[src/rtl/tw4_core.sv]
// TW4 accumulator core: A/B registers, carry flag, PC, input port and
// latched output port, one instruction per clock when the fetch is valid.
module tw4_core #(
    parameter int DATA_W  = 4,
    parameter int ADDR_W  = 4,
    parameter bit SYNC_IN = 1'b1
) (
    input  logic                clock,
    input  logic                reset,
    output logic [ADDR_W-1:0]   addr,
    input  logic [DATA_W+3:0]   instr,
    input  logic                instr_valid,
    input  logic [DATA_W-1:0]   in,
    output logic [DATA_W-1:0]   out,
    output logic                out_strobe,
    output logic                carry
);

    logic [3:0]        op;
    logic [DATA_W-1:0] imm;
    logic [DATA_W-1:0] in_s;
    logic [ADDR_W-1:0] tgt;
    logic [DATA_W:0]   sum_a;
    logic [DATA_W:0]   sum_b;

    logic [DATA_W-1:0] a_q, a_d;
    logic [DATA_W-1:0] b_q, b_d;
    logic              c_q, c_d;
    logic [ADDR_W-1:0] pc_q, pc_d;
    logic [DATA_W-1:0] out_q, out_d;
    logic              stb_q, stb_d;

    assign op    = instr[DATA_W+3:DATA_W];
    assign imm   = instr[DATA_W-1:0];
    assign tgt   = ADDR_W'(imm);
    assign sum_a = {1'b0, a_q} + {1'b0, imm};
    assign sum_b = {1'b0, b_q} + {1'b0, imm};

    // The synchronizer samples every cycle, stalled or not.
    generate
        if (SYNC_IN) begin : g_sync
            logic [DATA_W-1:0] s1_q;
            logic [DATA_W-1:0] s2_q;
            always_ff @(posedge clock) begin
                if (reset) begin
                    s1_q <= '0;
                    s2_q <= '0;
                end else begin
                    s1_q <= in;
                    s2_q <= s1_q;
                end
            end
            assign in_s = s2_q;
        end else begin : g_raw
            assign in_s = in;
        end
    endgenerate

    always_comb begin
        a_d   = a_q;
        b_d   = b_q;
        c_d   = c_q;
        pc_d  = pc_q;
        out_d = out_q;
        stb_d = 1'b0;
        if (instr_valid) begin
            c_d  = 1'b0;
            pc_d = pc_q + ADDR_W'(1);
            case (op)
                4'h0: {c_d, a_d} = sum_a;
                4'h1: a_d = b_q;
                4'h2: a_d = in_s;
                4'h3: a_d = imm;
                4'h4: b_d = a_q;
                4'h5: {c_d, b_d} = sum_b;
                4'h6: b_d = in_s;
                4'h7: b_d = imm;
                4'h9: begin
                    out_d = b_q;
                    stb_d = 1'b1;
                end
                4'hB: begin
                    out_d = imm;
                    stb_d = 1'b1;
                end
                4'hE: pc_d = tgt;
                // JNC tests the carry left by the previous instruction.
                4'hF: if (!c_q) pc_d = tgt;
                default: ;
            endcase
        end
    end

    always_ff @(posedge clock) begin
        if (reset) begin
            a_q   <= '0;
            b_q   <= '0;
            c_q   <= 1'b0;
            pc_q  <= '0;
            out_q <= '0;
            stb_q <= 1'b0;
        end else begin
            a_q   <= a_d;
            b_q   <= b_d;
            c_q   <= c_d;
            pc_q  <= pc_d;
            out_q <= out_d;
            stb_q <= stb_d;
        end
    end

    assign addr       = pc_q;
    assign out        = out_q;
    assign out_strobe = stb_q;
    assign carry      = c_q;

endmodule

[config.mk]
export PLATFORM = sky130hd
export DESIGN_NAME = tw4_core
export DESIGN_NICKNAME = d
export VERILOG_FILES = /design/src/rtl/tw4_core.sv
export SDC_FILE = /design/constraint.sdc
export NUM_CORES = 1
export LEC_CHECK = 0
export ABC_AREA = 1
export CORE_MARGIN = 1
export CORE_UTILIZATION = 40
export DETAILED_ROUTE_END_ITERATION = 16
export PLACE_DENSITY = 0.7
export SYNTH_ARGS = -nofsm -noshare
export SYNTH_HDL_FRONTEND = slang
export SYNTH_SLANG_ARGS = --single-unit
[constraint.sdc]
create_clock -name clock -period 1.51 [get_ports clock]
set_clock_uncertainty 0.2 [all_clocks]
set_input_delay 0.2265 -clock clock [delete_from_list [all_inputs] [get_ports clock]]
set_output_delay 0.2265 -clock clock [all_outputs]
set_load 0.02 [all_outputs]
==> flow_summary.json, run 1 <==
{
  "drive_gt1_share_pct": 26.9,
  "synthesis.area_um2": 1580,
  "status": "finished, violations left",
  "internal_power_w": 0.00126,
  "vias": 1724,
  "timing.final.ws_setup_ns": -0.141,
  "setup_violations": 5,
  "seq_power_w": 0.000741,
  "cts_resized": 29,
  "slowest_stage": "dfxtp_2",
  "hold_end": "g_sync.s2_q[2]",
  "yosysTopAreaCellShare_pct": 32.9,
  "initialDrtViolationCount": 82,
  "violations": "setup timing",
  "die_w_um": 64.9,
  "crit_fanout": 2,
  "wirelength_mm": 4.24,
  "cp.arrival_ns": 1.68,
  "path_buffers": 2,
  "drv_cap": 0,
  "grt_max_degree": 16,
  "crit_cells": 10,
  "grt_pass1_wl_mm": 6.91,
  "rr_worst_depth": 10,
  "largestClassByArea": "multi-input combinational cells",
  "synth_flops": 26,
  "drt-met1-wl_mm": 1.98,
  "die_h_um": 64.9,
  "yosysSeqAreaShare_pct": 32.9,
  "insertedDiodeCount": 0,
  "first_global_vias": 1562,
  "mostFrequentLayoutCell": "nand2_1",
  "final.fill_count": 333,
  "synthMuxAreaShare_pct": 0,
  "comb_cells": 165,
  "combGateArea_um2": 1000,
  "warnings": 29,
  "yosys-stat-cells": 234,
  "synthTopCellsByCount": "nand2_1, nor2_1, inv_1, dfxtp_1, nand3_1",
  "crit_type": "flip-flop to flip-flop",
  "clk_latency_ns": 0.27,
  "period_used_pct": 109,
  "use_met3_pct": 3.52,
  "synth-simple-area-share_pct": 32.5,
  "seqCellArea_um2": 527,
  "post_drt_wl_per_cell_um": 12.4
}
==> run 1: through the flow <==
step / utilization [%] / worst slack, ns / total power (W) / hold slack (ns) / cells
4_1_cts: 61.0 / -0.125 / 0.00172 / 0.209 / 342
3_3_place_gp: 58.0 / -0.758 / 0.00113 / 0.189 / 337
3_5_place_dp: 58.0 / -0.785 / 0.00114 / 0.196 / 337
5_1_grt: 62.3 / -0.190 / 0.00180 / 0.219 / 342
6_report: 62.3 / -0.141 / 0.00173 / 0.207 / 342
2_1_floorplan: - / -0.0569 / 0.000949 / 0.133 / 234
==> run 1: worst min-delay path, cell delays in order (launching register included) <==
cell     delay (ns)
dfxtp_1        0.31
inv_1          0.04
nor2_1         0.03
Fig. 1: run 1, metal layers overlaid
Drawn at 6 px/um. Only two layers are drawn.
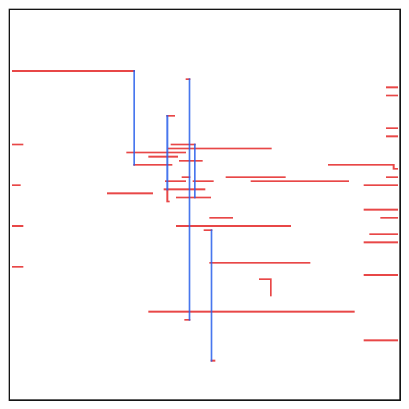
- red: met3 (wire length 262 um)
- blue: met4 (wire length 98.6 um)

Fig. 2: run 1, placement view
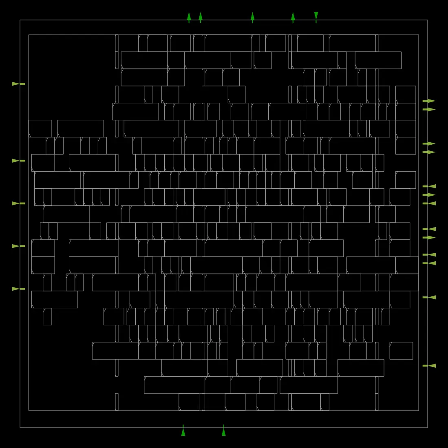
core outline area: 3720 um2
registers: 26

Fig. 3: run 1, the metal 3 layer
Drawn at 4 px/um.
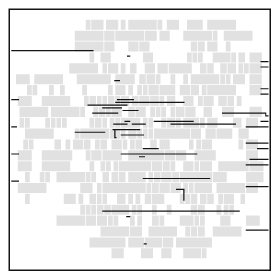
- longest straight run: 34.0 um
- main direction: horizontal

==> inputs of run 2 (changes only) <==
--- a/config.mk
+++ b/config.mk
@@ -6,6 +6,7 @@
 export NUM_CORES = 1
 export LEC_CHECK = 0
 export ABC_AREA = 1
+export CAP_MARGIN = 5
 export CORE_MARGIN = 1
 export CORE_UTILIZATION = 40
 export DETAILED_ROUTE_END_ITERATION = 16
Fig. 4: run 2, nets reached from selected ports
Drawn at 8 px/um.
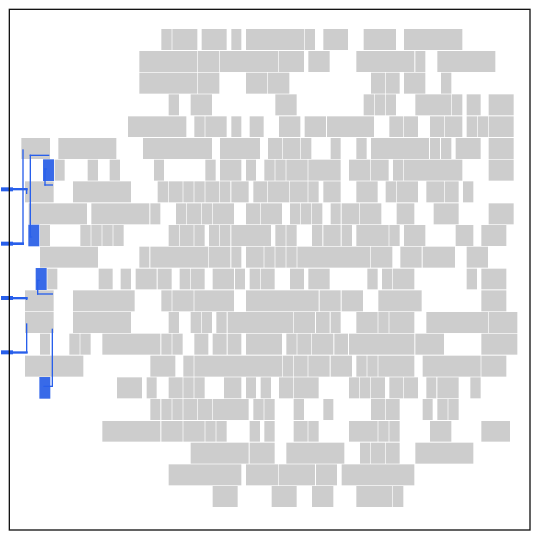
- blue: in (bits 4; direction input; edge left; end cells 4; buffers 4; wire 49.7 um)
# port buffers: 24
I/O pin total: 25

==> run 2 against run 1 <==
The run still ends with setup timing left; sequential cell count unchanged; register-to-register slack about the same; global-route usage unchanged; final cell count unchanged; maximum frequency unchanged; sequential power about the same; largest power group unchanged; core utilization unchanged; sequential share of layout area unchanged; synthesized cell count unchanged; worst hold slack unchanged.
==> flow_summary.json, run 2 <==
{
  "violations": "setup timing",
  "yosysTopAreaCellShare_pct": 32.9,
  "mostFrequentLayoutCell": "nand2_1",
  "hold-worst-slack_ns": 0.207,
  "setup_violations": 5,
  "hold_end": "g_sync.s2_q[2]",
  "crit_end": "carry",
  "period_used_pct": 109,
  "synthesis.area_um2": 1580,
  "combGateArea_um2": 1000,
  "finalPower_w": 0.00173,
  "cts_resized": 29,
  "path_buffers": 2,
  "synth_flops": 26,
  "wirelength_mm": 4.24,
  "final_cells": 342,
  "logic_family": "simple AND/OR/NAND/NOR gates",
  "reg2reg_slack_ns": -0.14,
  "drive_gt1_share_pct": 26.9,
  "synthTopCellsByCount": "nand2_1, nor2_1, inv_1, dfxtp_1, nand3_1",
  "grt_util_met1_pct": 28.7,
  "design.core.area_um2": 3720,
  "crit_fanout": 2,
  "grt_max_degree": 16,
  "final.fill_count": 333,
  "synthMuxAreaShare_pct": 0,
  "grt_pass1_wl_mm": 6.91,
  "timing.final.ws_setup_ns": -0.141,
  "use_met3_pct": 3.52,
  "vias": 1724,
  "warnings": 29,
  "crit_cells": 10,
  "grt_busiest_layer": "met2",
  "clk_latency_ns": 0.27,
  "drv_cap": 0,
  "ys_area_um2": 1580,
  "seqCellArea_um2": 527,
  "yosysSeqAreaShare_pct": 32.9,
  "dpl_worst_slack_ns": -0.785,
  "first_global_vias": 1562,
  "synth-simple-area-share_pct": 32.5,
  "vias_per_cell": 5.04,
  "drt-met1-wl_mm": 1.98,
  "insertedDiodeCount": 0,
  "crit_type": "flip-flop to flip-flop",
  "post_drt_wl_per_cell_um": 12.4,
  "cp.arrival_ns": 1.68,
  "initialDrtViolationCount": 82,
  "status": "finished, violations left",
  "rr_worst_depth": 10,
  "fin_setup_tns_ns": -0.435,
  "die_h_um": 64.9
}
-- run 2: report_power, final --
part | internal, W | leakage [nW] | switching (W) | total (W)
clock network | 0.000355 | 0.0357 | 0.000232 | 0.000587
registers | 0.000718 | 0.215 | 0.0000236 | 0.000741
logic | 0.000184 | 0.885 | 0.000216 | 0.000400
-- run 2: per-stage QoR --
stage / area [um2] / utilization, %
after CTS: 2270 / 61.0
after global placement: 2150 / 58.0
after global routing: 2310 / 62.3
after floorplan: 1610 / -
final: 2310 / 62.3
after detailed placement: 2150 / 58.0
-- run 2: cell type report --
cell class                 instances  area share, %
tap                               48           2.60
clock buffer                       3           1.78
sequential                        26           22.8
timing repair buffer              60           21.9
inverter                          39           6.33
clock inverter                     1           1.30
multi-input combinational        165           43.3
==> inputs of run 3 (changes only) <==
--- a/config.mk
+++ b/config.mk
@@ -10,6 +10,7 @@
 export CORE_MARGIN = 1
 export CORE_UTILIZATION = 40
 export DETAILED_ROUTE_END_ITERATION = 16
+export GPL_ROUTABILITY_DRIVEN = 1
 export PLACE_DENSITY = 0.7
 export SYNTH_ARGS = -nofsm -noshare
 export SYNTH_HDL_FRONTEND = slang
Fig. 5: run 3, placement view
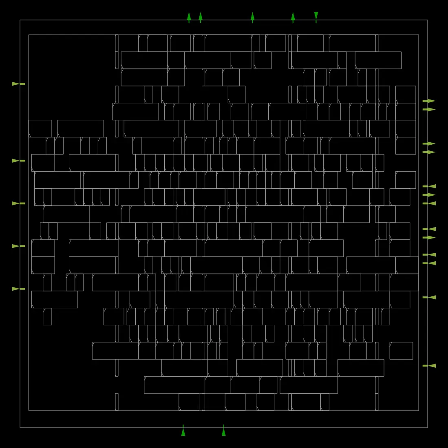
# fillers: 333
fraction of area in registers: 22.8%
Cell Rows: 22

==> run 3 against run 2 <==
The run still ends with setup timing left; register-to-register slack hardly changed; critical path depth did not move; sequential share of layout area did not move; worst hold slack is the same; clock-buffer cell count is the same; synthesized cell count is the same; clock power is essentially flat; area after synthesis unchanged; final cell count did not move; combinational power barely moved; maximum frequency did not move; total power stayed put.
==> flow_summary.json, run 3 <==
{
  "status": "finished, violations left",
  "violations": "setup timing",
  "grt_busiest_layer": "met2",
  "logic_family": "simple AND/OR/NAND/NOR gates",
  "drt-met1-wl_mm": 1.98,
  "clock_area_share_pct": 3.08,
  "drive_gt1_share_pct": 26.9,
  "timing.final.ws_setup_ns": -0.141,
  "initialDrtViolationCount": 82,
  "post_drt_wl_per_cell_um": 12.4,
  "synthMuxAreaShare_pct": 0,
  "inverters_excl_clock": 39,
  "grt_max_degree": 16,
  "wl_met2_mm": 1.90,
  "gp_congestion": 0.925,
  "final_cells": 342,
  "grt_pass1_wl_mm": 6.91,
  "seq_cell_count": 26,
  "vias": 1724,
  "yosysTopAreaCellShare_pct": 32.9,
  "buffers_excl_clock": 60,
  "cts_resized": 29,
  "ff_type": "dfxtp_1",
  "first_global_vias": 1562,
  "hold_end": "g_sync.s2_q[2]",
  "synth-simple-area-share_pct": 32.5,
  "use_met3_pct": 3.52,
  "die_h_um": 64.9,
  "insertedDiodeCount": 0,
  "wirelength_mm": 4.24,
  "synthesis.area_um2": 1580,
  "rr_worst_depth": 10,
  "grt_util_met1_pct": 28.7,
  "synth_flops": 26,
  "design.core.area_um2": 3720,
  "dr.pass1.iters": 4,
  "clk_latency_ns": 0.27,
  "placed_cell_area_um2": 2150,
  "combGateArea_um2": 1000,
  "period_used_pct": 109,
  "warnings": 29,
  "seqCellArea_um2": 527,
  "crit_type": "flip-flop to flip-flop",
  "portBuffers": 24,
  "area_growth_pct": 46.2,
  "stdcell_area_um2": 2310,
  "synthTopCellsByCount": "nand2_1, nor2_1, inv_1, dfxtp_1, nand3_1",
  "crit_fanout": 2,
  "post-route-util_pct": 62.3,
  "ios": 25,
  "start_kind": "flip-flop",
  "worstHoldPathCells": 2,
  "yosys_warnings": 0,
  "nWellTaps": 48,
  "n_clock_buffer": 3,
  "setup_violations": 5,
  "comb_cells": 165,
  "yosysSeqAreaShare_pct": 32.9,
  "reg2reg_slack_ns": -0.14,
  "slew-limit-headroom_pct": 79.1
}
## run 3: cell counts in the layout (fill, tap and decap cells not counted)
Identical to the previous run, type by type.
## run 3: per-stage QoR
| step | hold WS [ns] | TNS [ns] | total power [W] |
|---|---|---|---|
| 2_1_floorplan | 0.133 | -0.0919 | 0.000949 |
| 3_3_place_gp | 0.189 | -7.40 | 0.00113 |
| 3_5_place_dp | 0.196 | -7.70 | 0.00114 |
| 4_1_cts | 0.209 | -0.399 | 0.00172 |
| 5_1_grt | 0.219 | -0.841 | 0.00180 |
| 6_report | 0.207 | -0.435 | 0.00173 |
## run 3: where the power goes
part	switching [W]	total (W)	internal (W)
logic	0.000216	0.000400	0.000184
clock network	0.000232	0.000587	0.000355
registers	0.0000236	0.000741	0.000718
Power is estimated from default activity; no workload was simulated.
